## src/rtl/dsi_pkg.sv

```systemverilog
// Shared types and helpers for the DSI lane distributor.
//   DSI_NUM_LANES    : number of physical data lanes (fixed at 4)
//   DSI_LANE_ENTRY_W : width of one lane FIFO entry (LP flag + byte)
//   dist_state_t     : distributor FSM states
//   lane_entry_t     : one lane FIFO entry
//   strb_contiguous  : byte strobe is a run of ones starting at bit 0 (or empty)
//   strb_count       : number of bytes enabled by a contiguous strobe
package dsi_pkg;

  localparam int DSI_NUM_LANES    = 4;
  localparam int DSI_LANE_ENTRY_W = 9;

  typedef enum logic [1:0] {
    S_IDLE,
    S_HS,
    S_LP
  } dist_state_t;

  typedef struct packed {
    logic       lp;
    logic [7:0] data;
  } lane_entry_t;

  function automatic logic strb_contiguous(input logic [3:0] strb);
    return (strb == 4'b0000) || (strb == 4'b0001) || (strb == 4'b0011) ||
           (strb == 4'b0111) || (strb == 4'b1111);
  endfunction

  function automatic logic [2:0] strb_count(input logic [3:0] strb);
    logic [2:0] n;
    case (strb)
      4'b0001: n = 3'd1;
      4'b0011: n = 3'd2;
      4'b0111: n = 3'd3;
      4'b1111: n = 3'd4;
      default: n = 3'd0;
    endcase
    return n;
  endfunction

endpackage

```

## src/rtl/dsi_byte_rotator.sv

```systemverilog
// Combinational byte-to-lane mapper.
//   buf_data_i     : 4-byte holding register contents
//   rd_i           : index of the next unsent byte in the buffer
//   cnt_i          : number of unsent bytes (0..4)
//   ptr_i          : lane that receives the next byte (0..n-1)
//   nlanes_i       : active lane count (1..4)
//   lane_byte_o    : byte presented to each lane
//   lane_target_o  : lanes that receive a byte this cycle
//   take_o         : number of bytes dispatched if the cycle is not stalled
module dsi_byte_rotator
  import dsi_pkg::*;
(
  input  logic [31:0]                         buf_data_i,
  input  logic [1:0]                          rd_i,
  input  logic [2:0]                          cnt_i,
  input  logic [1:0]                          ptr_i,
  input  logic [2:0]                          nlanes_i,
  output logic [DSI_NUM_LANES-1:0][7:0]       lane_byte_o,
  output logic [DSI_NUM_LANES-1:0]            lane_target_o,
  output logic [2:0]                          take_o
);

  // Byte j of the dispatch goes to lane (ptr + j) mod n. Because ptr < n and
  // j < n, a single conditional subtract replaces the modulo.
  always_comb begin
    logic [2:0] take;
    logic [2:0] sum;
    logic [1:0] lane;
    logic [1:0] src;
    take          = (cnt_i < nlanes_i) ? cnt_i : nlanes_i;
    lane_byte_o   = '0;
    lane_target_o = '0;
    sum           = '0;
    lane          = '0;
    src           = '0;
    for (int j = 0; j < DSI_NUM_LANES; j++) begin
      if (3'(j) < take) begin
        sum  = {1'b0, ptr_i} + 3'(j);
        lane = 2'((sum >= nlanes_i) ? (sum - nlanes_i) : sum);
        src  = rd_i + 2'(j);
        lane_target_o[lane] = 1'b1;
        lane_byte_o[lane]   = buf_data_i[{src, 3'b000} +: 8];
      end
    end
    take_o = take;
  end

endmodule

```

## src/rtl/dsi_lane_distributor.sv

```systemverilog
// Byte scheduler between the packet assembler and the four lane FIFOs.
// Bytes of each 32-bit word are spread round-robin over the active lanes,
// every packet starting on lane 0; LP packets go to lane 0 only.
//   clk_phy / rst_n        : byte clock, asynchronous active-low reset
//   enable                 : allow new packets (checked at packet boundaries)
//   reg_lanes_number       : active lanes minus 1, sampled at packet start
//   in_valid/in_ready      : word handshake
//   in_data/in_strb        : bytes (byte0 first) and contiguous byte enables
//   in_last/in_lp          : end of packet, LP-mode packet
//   lane_fifo_wdata/write  : per-lane 9-bit entry {lp, byte} and write strobe
//   lane_fifo_full         : per-lane FIFO full
//   busy                   : packet in progress
//   err_strb               : pulse after a dropped non-contiguous-strobe word
module dsi_lane_distributor
  import dsi_pkg::*;
#(
  parameter int NUM_LANES = DSI_NUM_LANES
) (
  input  logic                              clk_phy,
  input  logic                              rst_n,
  input  logic                              enable,
  input  logic [1:0]                        reg_lanes_number,
  input  logic                              in_valid,
  output logic                              in_ready,
  input  logic [31:0]                       in_data,
  input  logic [3:0]                        in_strb,
  input  logic                              in_last,
  input  logic                              in_lp,
  output logic [NUM_LANES*DSI_LANE_ENTRY_W-1:0] lane_fifo_wdata,
  output logic [NUM_LANES-1:0]              lane_fifo_write,
  input  logic [NUM_LANES-1:0]              lane_fifo_full,
  output logic                              busy,
  output logic                              err_strb
);

  dist_state_t                  state_q, state_d;
  logic [31:0]                  bufData_q, bufData_d;
  logic [2:0]                   cnt_q, cnt_d;
  logic [1:0]                   rd_q, rd_d;
  logic                         last_q, last_d;
  logic                         lp_q, lp_d;
  logic [1:0]                   ptr_q, ptr_d;
  logic [2:0]                   nLanes_q, nLanes_d;
  logic                         errStrb_q, errStrb_d;
  logic                         run_q;
  lane_entry_t [NUM_LANES-1:0]  hold_q, entry;

  logic [NUM_LANES-1:0][7:0]    laneByte;
  logic [NUM_LANES-1:0]         laneTarget;
  logic [NUM_LANES-1:0]         write;
  logic [2:0]                   take;
  logic [2:0]                   rotN;
  logic [1:0]                   rotPtr;
  logic                         inReady;

  // LP traffic behaves like a single-lane HS packet pinned to lane 0.
  assign rotN   = (state_q == S_LP) ? 3'd1 : nLanes_q;
  assign rotPtr = (state_q == S_LP) ? 2'd0 : ptr_q;

  dsi_byte_rotator u_rotator (
    .buf_data_i    (bufData_q),
    .rd_i          (rd_q),
    .cnt_i         (cnt_q),
    .ptr_i         (rotPtr),
    .nlanes_i      (rotN),
    .lane_byte_o   (laneByte),
    .lane_target_o (laneTarget),
    .take_o        (take)
  );

  // Dispatch is all-or-nothing: any full target lane stalls every lane.
  // A new word is only taken when this cycle drains a non-last buffer, so the
  // buffer never holds bytes of two words.
  always_comb begin
    logic       dispatch;
    logic       drains;
    logic [2:0] remain;
    logic [2:0] ptrSum;
    state_d   = state_q;
    bufData_d = bufData_q;
    cnt_d     = cnt_q;
    rd_d      = rd_q;
    last_d    = last_q;
    lp_d      = lp_q;
    ptr_d     = ptr_q;
    nLanes_d  = nLanes_q;
    errStrb_d = 1'b0;
    write     = '0;
    inReady   = 1'b0;
    dispatch  = (state_q != S_IDLE) && ((laneTarget & lane_fifo_full) == '0);
    remain    = cnt_q - take;
    drains    = dispatch && (remain == 3'd0);
    ptrSum    = {1'b0, ptr_q} + take;

    if (state_q == S_IDLE) begin
      inReady = enable && run_q;
    end else begin
      inReady = drains && !last_q;
      if (dispatch) begin
        write = laneTarget;
        cnt_d = remain;
        rd_d  = rd_q + take[1:0];
        if (state_q == S_HS)
          ptr_d = 2'((ptrSum >= nLanes_q) ? (ptrSum - nLanes_q) : ptrSum);
        if (drains && last_q) begin
          state_d = S_IDLE;
          ptr_d   = 2'd0;
        end
      end
    end

    if (in_valid && inReady) begin
      if (!strb_contiguous(in_strb)) begin
        errStrb_d = 1'b1;
      end else begin
        bufData_d = in_data;
        cnt_d     = strb_count(in_strb);
        rd_d      = 2'd0;
        last_d    = in_last;
        if (state_q == S_IDLE) begin
          nLanes_d = {1'b0, reg_lanes_number} + 3'd1;
          lp_d     = in_lp;
          state_d  = in_lp ? S_LP : S_HS;
        end
      end
    end
  end

  // Untargeted lanes keep presenting their previous entry.
  always_comb begin
    entry = hold_q;
    for (int i = 0; i < NUM_LANES; i++) begin
      if (write[i]) begin
        entry[i].lp   = lp_q;
        entry[i].data = laneByte[i];
      end
    end
  end

  always_ff @(posedge clk_phy or negedge rst_n) begin
    if (!rst_n) begin
      state_q   <= S_IDLE;
      bufData_q <= '0;
      cnt_q     <= '0;
      rd_q      <= '0;
      last_q    <= 1'b0;
      lp_q      <= 1'b0;
      ptr_q     <= '0;
      nLanes_q  <= 3'd1;
      errStrb_q <= 1'b0;
      run_q     <= 1'b0;
      hold_q    <= '0;
    end else begin
      state_q   <= state_d;
      bufData_q <= bufData_d;
      cnt_q     <= cnt_d;
      rd_q      <= rd_d;
      last_q    <= last_d;
      lp_q      <= lp_d;
      ptr_q     <= ptr_d;
      nLanes_q  <= nLanes_d;
      errStrb_q <= errStrb_d;
      run_q     <= 1'b1;
      hold_q    <= entry;
    end
  end

  assign in_ready        = inReady;
  assign lane_fifo_write = write;
  assign lane_fifo_wdata = entry;
  assign busy            = (state_q != S_IDLE);
  assign err_strb        = errStrb_q;

endmodule

```

## config.mk

```make
export PLATFORM = sky130hd
export DESIGN_NAME = dsi_lane_distributor
export DESIGN_NICKNAME = d
export VERILOG_FILES = /design/src/rtl/dsi_pkg.sv /design/src/rtl/dsi_byte_rotator.sv /design/src/rtl/dsi_lane_distributor.sv
export SDC_FILE = /design/constraint.sdc
export NUM_CORES = 1
export LEC_CHECK = 0
export CORE_ASPECT_RATIO = 1.25
export CORE_MARGIN = 2
export CORE_UTILIZATION = 45
export DETAILED_ROUTE_END_ITERATION = 8
export PLACE_DENSITY_LB_ADDON = 0.1
export SLEW_MARGIN = 20
export SYNTH_ARGS = -nofsm -noshare
export SYNTH_HDL_FRONTEND = slang
export SYNTH_SLANG_ARGS = --single-unit
```

## constraint.sdc

```tcl
create_clock -name clk_phy -period 5.5 [get_ports clk_phy]
set_clock_uncertainty 0.15 [all_clocks]
set_input_delay 1.1 -clock clk_phy [delete_from_list [all_inputs] [get_ports clk_phy]]
set_output_delay 1.1 -clock clk_phy [all_outputs]
set_load 0.02 [all_outputs]
```

==> run_1/pinout.png <==
Pins as bars across the die edge, other pins in gray.
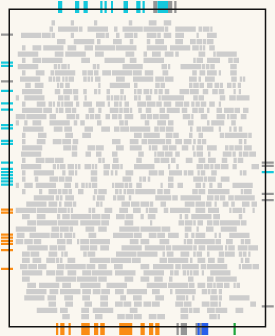
| port | color | pins | direction | edge |
|---|---|---|---|---|
| err_strb | green | 1 | output | bottom |
| lane_fifo_wdata | cyan | 36 | output | 19 top, 16 left, 1 right |
| in_data | orange | 32 | input | 24 bottom, 8 left |
| in_strb | blue | 4 | input | bottom |
all pins by edge: 35 bottom, 26 left, 24 top, 6 right

==> run_1/ff_map.png <==
Other sequential cells in the stronger gray, the rest of the logic in the fainter gray.
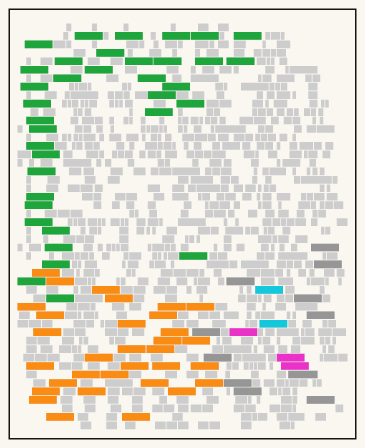
| name in the netlist | color | flops |
|---|---|---|
| bufData_q | orange | 32 |
| state_q | cyan | 2 |
| hold_q | green | 36 |
| cnt_q | magenta | 3 |

==> run notes, run 1 <==
Physical implementation status

The worst setup path is captured at an output port. The synthesized design contains 0 enable-type register cells. The fraction of synthesis flops using an asynchronous set or reset pin stands at 100%. The count of buffers inserted at the top-level ports stands at 90. The most common logic cell in the final layout is dfrtp_1.

Yosys attributes the largest share of cell area to dfrtp_1 (32%), mux2_2 (14%), mux2i_1 (6.1%). The remaining max-slew budget at the tightest pin stands at 52.0%.

The number of buffers inserted during clock tree synthesis stands at 9. Looking at the cell usage after synthesis, the top flip-flop cell is dfrtp_1. The tree is rooted in a clkbuf_16. The area taken by multi-input combinational cells is reported as roughly 4200 sq um. The leftover overflow at the end of global routing stands at 0. Synthesis instantiated approximately 77 different standard cells from the library. The register area stands at approximately 2100 sq um.

For reference, the most critical setup path is categorized as register to output port. The number of fillers in the final layout stands at between 1000 and 1500. The area growth from synthesis to layout is 27.4%.

The largest stage delay on the critical path stands at 0.62 ns. The final-report max-slew violation count stands at 0.

The number of detailed-routing iterations run before antenna repair stands at 5. The global-route track usage on met3 stands at ~3.4%. The detailed-routed wire length on met2 stands at around 10000 microns. The number of nets in the layout stands at around 870. Entering global routing, the biggest net connects 50 pins. The endpoint arrival time on the critical path stands at a little over 4 ns. The clock net in this run drives a total of about 84 sinks. The die area stands at about 15000 sq um.

The number of remaining DRC errors stands at 0. Per the cell usage report, the commonest logic cells after layout are dfrtp_1 (83), mux2_2 (80), buf_4 (64), nand2_1 (53), clkdlybuf4s50_1 (50). Of the available clock period, the critical path in the final layout requires between 90 and 100%. The post-synth net total stands at roughly 740. The number of global-route vias before repair stands at roughly 5900.

The flow ran to the end, and the final reports show no timing, DRC or antenna violations. The OpenROAD report gives the critical path a required time of about 4.3 ns. Wires add up to about 19000 microns.
==> run_1/clock_nets.png <==
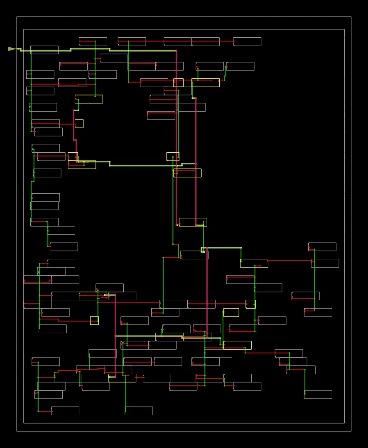
count of clock-net buffers in the final layout: 10
Skew-Pair Late Insertion Delay: 0.36 ns

==> run 1: flip-flops by register name (all words and copies together) (netlist names) <==
signal,cells
err_strb,1
hold_q,36
lp_q,1
rd_q,2
cnt_q,3
bufData_q,32
last_q,1
ptr_q,2
run_q,1
nLanes_q,3
state_q,2
==> run 1: path summary, 6_finish.rpt <==
path                       slack [ns]  startpoint  cells past startpoint                 end
setup reg to reg                 0.91  state_q[1]                     18        bufData_q[1]
max in group asynchronous        3.65       rst_n                      2          hold_q[22]
min in group asynchronous        0.56       rst_n                      1            err_strb
setup / recovery                 0.15  state_q[1]                     15  lane_fifo_write[0]
hold reg to reg                  0.34  hold_q[23]                      1          hold_q[23]
hold / removal                   0.34  hold_q[23]                      1          hold_q[23]
==> run 1: kinds of logic after synthesis <==
group / synth area share, %
flip-flops: 32.8
other: 0.0584
AND/OR/NAND/NOR: 13.7
multiplexers: 25.6
buffers and inverters: 4.41
AND-OR/OR-AND: 18.5
XOR/XNOR: 1.09
adder cells (fa/ha/maj): 3.94
==> run 1: through the flow <==
stage	cells	utilization, %	hold WS, ns	setup WS (ns)
floorplan	672	-	0.324	0.306
global placement	961	56.6	0.316	-0.0433
detailed placement	961	56.6	0.333	-0.0818
CTS	978	58.8	0.345	-0.00930
global route	980	58.9	0.364	-0.00133
finish	980	58.9	0.342	0.152
==> run 1: synthesized netlist by cell type (3+ instances only) <==
cell type / instances
a211oi_1: 12
a21o_1: 12
a21oi_1: 30
a221oi_1: 10
a22oi_1: 8
a31oi_1: 3
and2_1: 8
buf_1: 8
buf_2: 12
buf_6: 3
clkbuf_1: 14
dfrtp_1: 83
ha_1: 17
inv_1: 22
mux2_1: 31
mux2_2: 80
mux2i_1: 39
nand2_1: 54
nand2b_1: 8
nand3_1: 5
nor2_1: 46
nor2_2: 3
nor2b_1: 5
nor3_1: 19
nor3b_1: 3
nor4_1: 10
o21a_1: 7
o21ai_0: 39
o21ai_1: 4
o31ai_1: 9
o32ai_1: 3
or3_1: 4
xnor2_1: 4
xor2_1: 4
==> run 1: worst max-delay path: cells and delay by family (launching register included) <==
family          cells  cell delay, ns
buf+inv             4            1.03
fa+ha+maj           1            0.27
compound gates      4            1.02
simple gates        6            1.00
flops               1            0.42
==> run 1: timing repair <==
action	CTS	global route
pin swaps	4	6
setup endpoints to repair	41	41
resized	51	100
hold buffers	0	0
endpoints found under the hold margin	0	0
setup buffers	1	2
==> run 1: final cells by class <==
| type | count | share of cell area (%) |
|---|---|---|
| Clock buffer | 10 | 2.92 |
| Clock inverter | 6 | 0.643 |
| Inverter | 23 | 1.06 |
| Timing Repair Buffer | 157 | 15.4 |
| Multi-Input combinational cell | 525 | 51.6 |
| Sequential cell | 84 | 25.7 |
| Tap cell | 175 | 2.68 |
==> run_1/layers.png <==
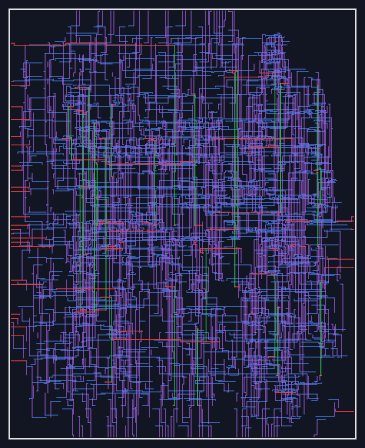

==> run 2: changes to the inputs <==
- MAX_ROUTING_LAYER: default -> met4
- TNS_END_PERCENT: default -> 20
==> run_2/layers.png <==
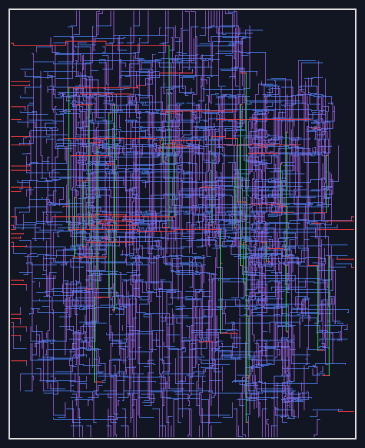
| layer | color | wire length |
|---|---|---|
| M1 | blue | 7060 microns |
| M3 | red | 653 microns |
| M4 | green | 869 microns |
| M2 | purple | 10200 microns |

==> run_2/clock_nets.png <==
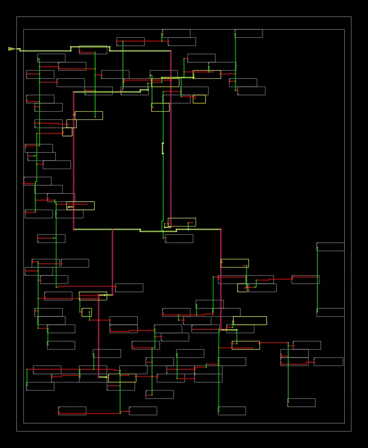
count of clock-net buffers in the final layout: 9
number of flip-flops and latches: 84
Clock Sinks: 84
TritonCTS buffer count: 9

==> run 2 against run 1 <==
Core utilization grew 0.80 points. First-iteration DRC count is 14% lower. Highest routed layer unchanged. Cell count up 0.92%. Area after synthesis unchanged. Maximum frequency is 1.4% lower. Hold slack lost 0.0036 ns. Wire length is 0.46% higher.
==> run notes, run 2 <==
Physical implementation status

The flow ran to the end, and the final reports show no timing, DRC or antenna violations. Per the CTS log, the root buffer master is clkbuf_16. The share of the cycle needed by the critical path after routing is 98.6% (+1.3 points).

The register with the most flip-flops in the final layout is hold_q. The area growth from synthesis to layout stands at 29.1%. The count of buffers inserted at the top-level ports was 90 (unchanged). The number of nets in the layout is 876 (+1.0%). The cell total after placement was 963 (+0.21%). Counting only logic cells after layout, the most numerous master is dfrtp_1.

The total wire length after detailed routing was 18800 microns (+0.46%). Yosys instantiated no cell more often than dfrtp_1. The number of global-route vias before repair is 5933 (-0.15%). The largest stage delay on the critical path was 0.40 ns (-0.22 ns). STA classifies the critical path endpoint as an output port. In the final layout, the registers with the most flip-flops are hold_q x36, bufData_q x32. The flip-flop count of the largest register, all copies and words added stands at 36 (unchanged). The critical path is of the register to output port type.

The remaining max-slew budget at the tightest pin came to 45.7% (-6.3 points). The timing report attributes the biggest portion of critical-path delay to AND-OR/OR-AND gates.

The tally of unique sky130hd cells used after synthesis was 77 (unchanged). In the post-synthesis netlist, the biggest area contributors are dfrtp_1 (32%), mux2_2 (14%), mux2i_1 (6.1%). The library cells used most frequently in the layout, excluding fill and tap cells, are dfrtp_1 (83), buf_4 (76), mux2_2 (74), nand2_1 (54), clkdlybuf4s50_1 (49). The final standard cell count with taps included and fillers excluded stands at 989 (+0.92%). Post-synth the commonest register cell is dfrtp_1. The fraction of synthesis flops using an asynchronous set or reset pin stands at 100% (unchanged). The pin count of the biggest net entering global routing was 61 (+22%). The count of flip-flops with a built-in enable after synthesis is 0 (unchanged). The final-report max-slew violation count is 0 (unchanged). The leftover overflow at the end of global routing is 0 (unchanged). The critical path data required time stands at 4.25 ns (about the same). The worst slack at placement came to 0.0122 ns (+0.0940 ns). The register area is 2100 sq um (unchanged). The number of fillers in the final layout stands at 1231 (-0.97%). The worst hold slack across all endpoints stands at 0.338 ns (-0.00358 ns). The number of detailed-routing iterations run before antenna repair is 5 (unchanged).

The clock latency reported for the late side of the worst-skew pair stands at 0.36 ns (about the same). The post-synth net total stands at 739 (unchanged). The post-route worst setup slack is 0.0783 ns (-0.0736 ns). The number of remaining DRC errors stands at 0 (unchanged). The combined buffer and inverter count along the critical path stands at 6 (+2). The endpoint arrival time on the critical path was 4.17 ns (+0.07 ns). The area of the multi-input gates was 4200 sq um (-0.56%). The die area stands at 15200 sq um (unchanged).

The post-layout utilization of the core is 59.7% (+0.80 points).
run 2: cell counts after synthesis:
No cell type changed its count.
run 2: layer usage:
metal,vias to the layer above,share of wire (%),GRT usage (%)
met1,2779,38,25.7
met4,0,4.6,14.3
li1,2760,-,-
met3,69,3.5,3.52
met5,-,0,-
met2,158,54,48.1
run 2: cell type report:
| class | count | area share [%] |
|---|---|---|
| multi-input combinational | 525 | 50.6 |
| sequential | 84 | 25.4 |
| timing repair buffer | 166 | 16.5 |
| clock buffer | 9 | 2.72 |
| tap | 175 | 2.64 |
| clock inverter | 7 | 1.12 |
| inverter | 23 | 1.04 |
run 2: kinds of logic after synthesis:
| kind of cell | count (synthesis) | synth area share (%) |
|---|---|---|
| compound gates | 167 | 18.5 |
| mux | 150 | 25.6 |
| buf+inv | 63 | 4.41 |
| fa+ha+maj | 19 | 3.94 |
| xor+xnor | 8 | 1.09 |
| flops | 84 | 32.8 |
| simple gates | 180 | 13.7 |
| other cells | 1 | 0.0584 |
run 2: worst paths after layout:
check	from	end	slack, ns	cells after the start
min in group asynchronous	rst_n	err_strb	0.49	1
worst min-delay path	hold_q[13]	hold_q[13]	0.34	1
worst max register to register	state_q[1]	bufData_q[2]	1.00	19
worst min register to register	hold_q[13]	hold_q[13]	0.34	1
worst max-delay path	state_q[1]	lane_fifo_wdata[23]	0.08	18
max in group asynchronous	rst_n	hold_q[31]	3.61	2
run 2: timing repair:
item                                    in CTS  in global routing
gates cloned                                 0                  1
hold buffers                                 0                  0
endpoints found under the setup margin      38                 41
buffers inserted                             5                  4
pin swaps                                    8                  7
gates resized                               50                117
run 2: through the flow:
stage | TNS [ns]
final | 0
after global routing | -0.564
after CTS | 0
after detailed placement | 0
after global placement | 0
after floorplan | 0
run 2: worst register-to-register path, stage by stage, from the launching register on:
cell	delay, ns
dfrtp_1	0.40
and2b_2	0.24
nor2_4	0.11
buf_6	0.12
inv_1	0.06
ha_4	0.16
buf_4	0.15
nand2b_1	0.13
o21ai_1	0.11
a221oi_1	0.11
a221o_1	0.35
a31o_1	0.28
a32oi_1	0.28
nand4_1	0.19
buf_4	0.19
buf_4	0.13
buf_4	0.16
o31ai_4	0.24
buf_4	0.43
mux2_2	0.41
